Figure 1. Met2 routing.
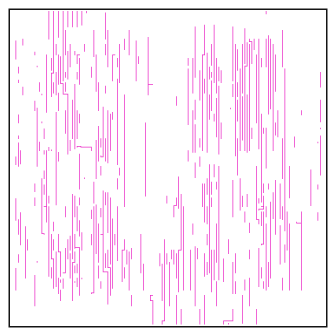
Figure 2. Signal wires on met1.
Cells faint in the background.
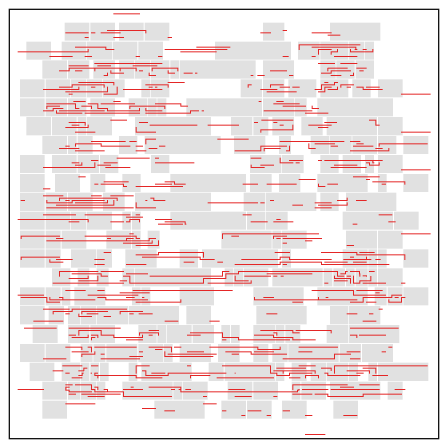
Figure 3. The metal 3 layer.
Cells faint in the background.
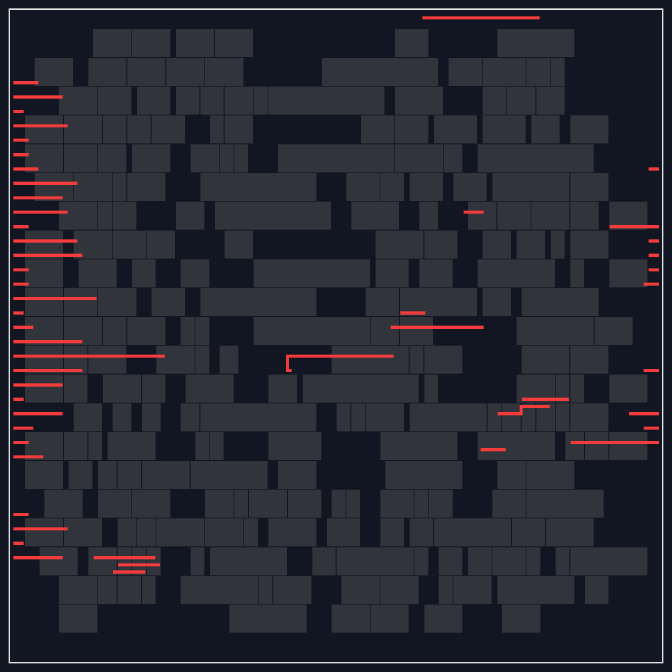
Figure 4. Sequential cells grouped by signal name.
Bar = 20 um. Other sequential cells in the stronger gray, the rest of the logic in the fainter gray.
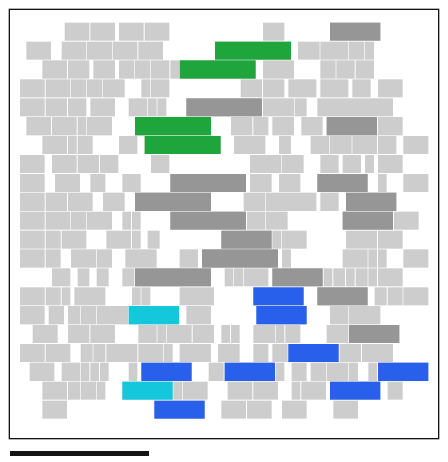
File: src/rtl/gray_add_arbiter.sv
// Round-robin arbiter in front of one shared 4-bit Gray-code adder.
// One transaction in flight: grant, latch operands, register Gray sum/carry, hold until accepted.
module gray_add_arbiter #(
    parameter int N_REQ = 4,
    parameter int ID_W  = 2,
    parameter int CNT_W = 8
) (
    input  logic                 clk,
    input  logic                 rst,
    input  logic [N_REQ-1:0]     req_valid,
    output logic [N_REQ-1:0]     req_ready,
    input  logic [4*N_REQ-1:0]   req_a,
    input  logic [4*N_REQ-1:0]   req_b,
    output logic                 resp_valid,
    input  logic                 resp_ready,
    output logic [ID_W-1:0]      resp_id,
    output logic [3:0]           resp_sum,
    output logic                 resp_cout,
    output logic                 busy,
    output logic [CNT_W-1:0]     txn_count
);

    localparam int DATA_W = 4;

    typedef enum logic [1:0] {IDLE, LATCH, COMPUTE, RESP} state_t;

    state_t state, state_nxt;

    logic [ID_W-1:0]   rr_ptr;
    logic [ID_W-1:0]   grant_idx, hi_idx, lo_idx;
    logic              grant_any, hi_hit, lo_hit;
    logic [N_REQ-1:0]  grant_oh;
    logic [DATA_W-1:0] sel_a, sel_b;

    logic [DATA_W-1:0] a_p0, b_p0;
    logic [ID_W-1:0]   id_p0;
    logic [DATA_W:0]   sum_bin_p1, sum_gray_p1;

    function automatic logic [DATA_W-1:0] gray2bin(input logic [DATA_W-1:0] g);
        logic [DATA_W-1:0] b;
        b[DATA_W-1] = g[DATA_W-1];
        for (int i = DATA_W - 2; i >= 0; i--) begin
            b[i] = b[i+1] ^ g[i];
        end
        return b;
    endfunction

    function automatic logic [DATA_W:0] bin2gray(input logic [DATA_W:0] b);
        return b ^ (b >> 1);
    endfunction

    // Two passes: lowest requester at/above rr_ptr, else lowest below it (wrap).
    always_comb begin
        hi_hit = 1'b0;
        lo_hit = 1'b0;
        hi_idx = '0;
        lo_idx = '0;
        for (int i = N_REQ - 1; i >= 0; i--) begin
            if (req_valid[i] && (ID_W'(i) >= rr_ptr)) begin
                hi_hit = 1'b1;
                hi_idx = ID_W'(i);
            end
            if (req_valid[i] && (ID_W'(i) < rr_ptr)) begin
                lo_hit = 1'b1;
                lo_idx = ID_W'(i);
            end
        end
        grant_any = hi_hit | lo_hit;
        grant_idx = hi_hit ? hi_idx : lo_idx;
        grant_oh  = grant_any ? (N_REQ'(1) << grant_idx) : '0;
    end

    always_comb begin
        sel_a = '0;
        sel_b = '0;
        for (int i = 0; i < N_REQ; i++) begin
            if (grant_idx == ID_W'(i)) begin
                sel_a = req_a[DATA_W*i +: DATA_W];
                sel_b = req_b[DATA_W*i +: DATA_W];
            end
        end
    end

    always_comb begin
        state_nxt = state;
        req_ready = '0;
        case (state)
            IDLE: begin
                if (!rst) req_ready = grant_oh;
                if (grant_any) state_nxt = LATCH;
            end
            LATCH:   state_nxt = COMPUTE;
            COMPUTE: state_nxt = RESP;
            RESP:    if (resp_ready) state_nxt = IDLE;
            default: state_nxt = IDLE;
        endcase
    end

    assign resp_valid = (state == RESP);
    assign busy       = (state != IDLE);

    // Stage p0: operands captured on grant
    always_ff @(posedge clk) begin
        if (state == IDLE && grant_any) begin
            a_p0  <= sel_a;
            b_p0  <= sel_b;
            id_p0 <= grant_idx;
        end
    end

    // Stage p1: shared adder, binary domain then back to 5-bit Gray
    assign sum_bin_p1  = {1'b0, gray2bin(a_p0)} + {1'b0, gray2bin(b_p0)};
    assign sum_gray_p1 = bin2gray(sum_bin_p1);

    always_ff @(posedge clk) begin
        if (rst) begin
            state     <= IDLE;
            rr_ptr    <= '0;
            resp_id   <= '0;
            resp_sum  <= '0;
            resp_cout <= 1'b0;
            txn_count <= '0;
        end else begin
            state <= state_nxt;
            if (state == IDLE && grant_any) begin
                rr_ptr <= (grant_idx == ID_W'(N_REQ - 1)) ? '0 : grant_idx + 1'b1;
            end
            if (state == COMPUTE) begin
                resp_sum  <= sum_gray_p1[DATA_W-1:0];
                resp_cout <= sum_gray_p1[DATA_W];
                resp_id   <= id_p0;
            end
            if (state == RESP && resp_ready) begin
                txn_count <= txn_count + 1'b1;
            end
        end
    end

endmodule

File: config.mk
export PLATFORM = sky130hd
export DESIGN_NAME = gray_add_arbiter
export DESIGN_NICKNAME = d
export VERILOG_FILES = /design/src/rtl/gray_add_arbiter.sv
export SDC_FILE = /design/constraint.sdc
export NUM_CORES = 1
export LEC_CHECK = 0
export CORE_MARGIN = 1
export CORE_UTILIZATION = 48
export CTS_CLUSTER_SIZE = 30
export DETAILED_ROUTE_END_ITERATION = 7
export PLACE_DENSITY_LB_ADDON = 0.1
export SETUP_SLACK_MARGIN = 0.15
export SYNTH_ARGS = -nofsm -noshare
export SYNTH_HDL_FRONTEND = slang
export SYNTH_SLANG_ARGS = --single-unit
File: constraint.sdc
create_clock -name clk -period 6.6 [get_ports clk]
set_clock_uncertainty 0.15 [all_clocks]
set_input_delay 1.32 -clock clk [delete_from_list [all_inputs] [get_ports clk]]
set_output_delay 1.32 -clock clk [all_outputs]
set_load 0.02 [all_outputs]
==> results.yml <==
# physical design summary
min_path:
  hold_path_end: "resp_id[1]"
  holdCritPathClass: "register to register"
grt:
  use_met2_pct: 37.94
  grt_max_degree: 23
  top_usage_layer: "met2"
  grt_usage_pct: 21.20
  grt_pass1_wl_um: 5885
yosys:
  synth.area.top_cells: "dfxtp_1 (22%), edfxtp_1 (18%), ha_1 (8.8%)"
  synthFlopType: "dfxtp_1"
  edf_count: 10
  synth.most_common_cell: "nor2_1"
  fp_nets: 231
  synthTopCellsByCount: "nor2_1 (20), dfxtp_1 (19), ha_1 (12), nand2_1 (12), xor2_1 (12)"
  top_area_share_pct: 22.30
  synthesis.area_sq_um: 1705
  ys_top_logic_family: "simple AND/OR/NAND/NOR gates"
  synth-compound-area-share_pct: 14.82
  netlist_instances: 179
  synth-simple-area-share_pct: 19.88
  ys_cells: 179
  largest_area_cell: "dfxtp_1"
  ys_seq_share_pct: 39.91
cells_and_area:
  layout_top_cells: "clkdlybuf4s50_1 (59), nor2_1 (20), dfxtp_1 (19)"
  final_cells: 285
  fin_nets: 290
  final_util_pct: 71.84
  inv_count: 6
  antenna_cells: 0
  signal_buffers: 60
  top_register: "txn_count"
  final-clk-cell-share_pct: 3.521
  nFillCells: 281
  stdcell_area_sq_um: 2416
  synthToLayoutAreaGrowth_pct: 41.67
  clock_buffer_count: 7
  seq_share_pct: 28.17
  area_dominant_class: "combinational gates"
cts:
  htree_levels: 2
  cts_buffers: 5
  cts-resized-gates: 0
  ctsHoldBuffers: 0
  clockBufferDepth: 2
  post_cts_buffers: 0
  clock_latency_ns: 0.32
  cts_root_buf: "clkbuf_4"
  clkSlewWorstSetupHoldPaths_ns: 0.09
pwr:
  pwr-share-comb_pct: 64.2
  irDropWorstVdd_v: 0.0002620
  power_leader: "combinational logic"
  power_mw: 1.250
  p_clk_uw: 150
  p_comb_uw: 802
routing:
  via_per_inst: 5.207
  first_pass_iters: 6
  drt-initial-drc-count: 87
  dr.max_layer_used: "met4"
  wire_per_inst_um: 12.58
  drc: 0
  met1Wirelength_um: 1552
timing:
  tns_ns: 0
  max_freq_ghz: 0.1887
  worst_slew_pin_slew_ns: 0.9476
  finalCritPeriodShare_pct: 80.32
  worst_slack_ns: 1.299
placed_design:
  dpl-instance-area_sq_um: 2331
  io_buffers: 59
floorplanning:
  fp_util_pct: 50.71
  num_rows: 21
  fp.dieH_um: 61.61
  die_area_sq_um: 3795
  die_w_um: 61.61
  top_level_ports: 60
outcome:
  status: "completed"
worst_setup_path:
  crit_top_cell: "clkdlybuf4s50_1"
  path_max_fanout: 17
  worstSetupEndpoint: "req_ready[3]"
  path_cells: "clkdlybuf4s50_1 > mux2i_1 > nor2_1 > nor3_1 > ha_1 > and2_1 > clkdlybuf4s50_1"
  crit_type: "input port to output pin"
  crit_slowest_cell: "clkdlybuf4s50_1"
flow_run:
  warning_count: 31
About Figure 1:
longest straight run = 31.6 um
share of all routed wire = 50%
nets with wire on the layer = 238
main direction = vertical

About Figure 2:
nets with wire on the layer = 250
share of all routed wire = 43%
longest straight run = 16.8 um
via count: 1484
met1 Track Usage GR: 25.07%
wire length after detailed routing: 3585 um

About Figure 3:
share of all routed wire = 5.2%
longest straight run = 14.0 um
wire length on this layer = 188 um
nets with wire on the layer = 48

About Figure 4:
txn_count -> blue  # placed flops 8
b_p0 -> green  # placed flops 4, where top middle
rr_ptr -> cyan  # placed flops 2
not colored = 15

Power is estimated from default activity; no workload was simulated.
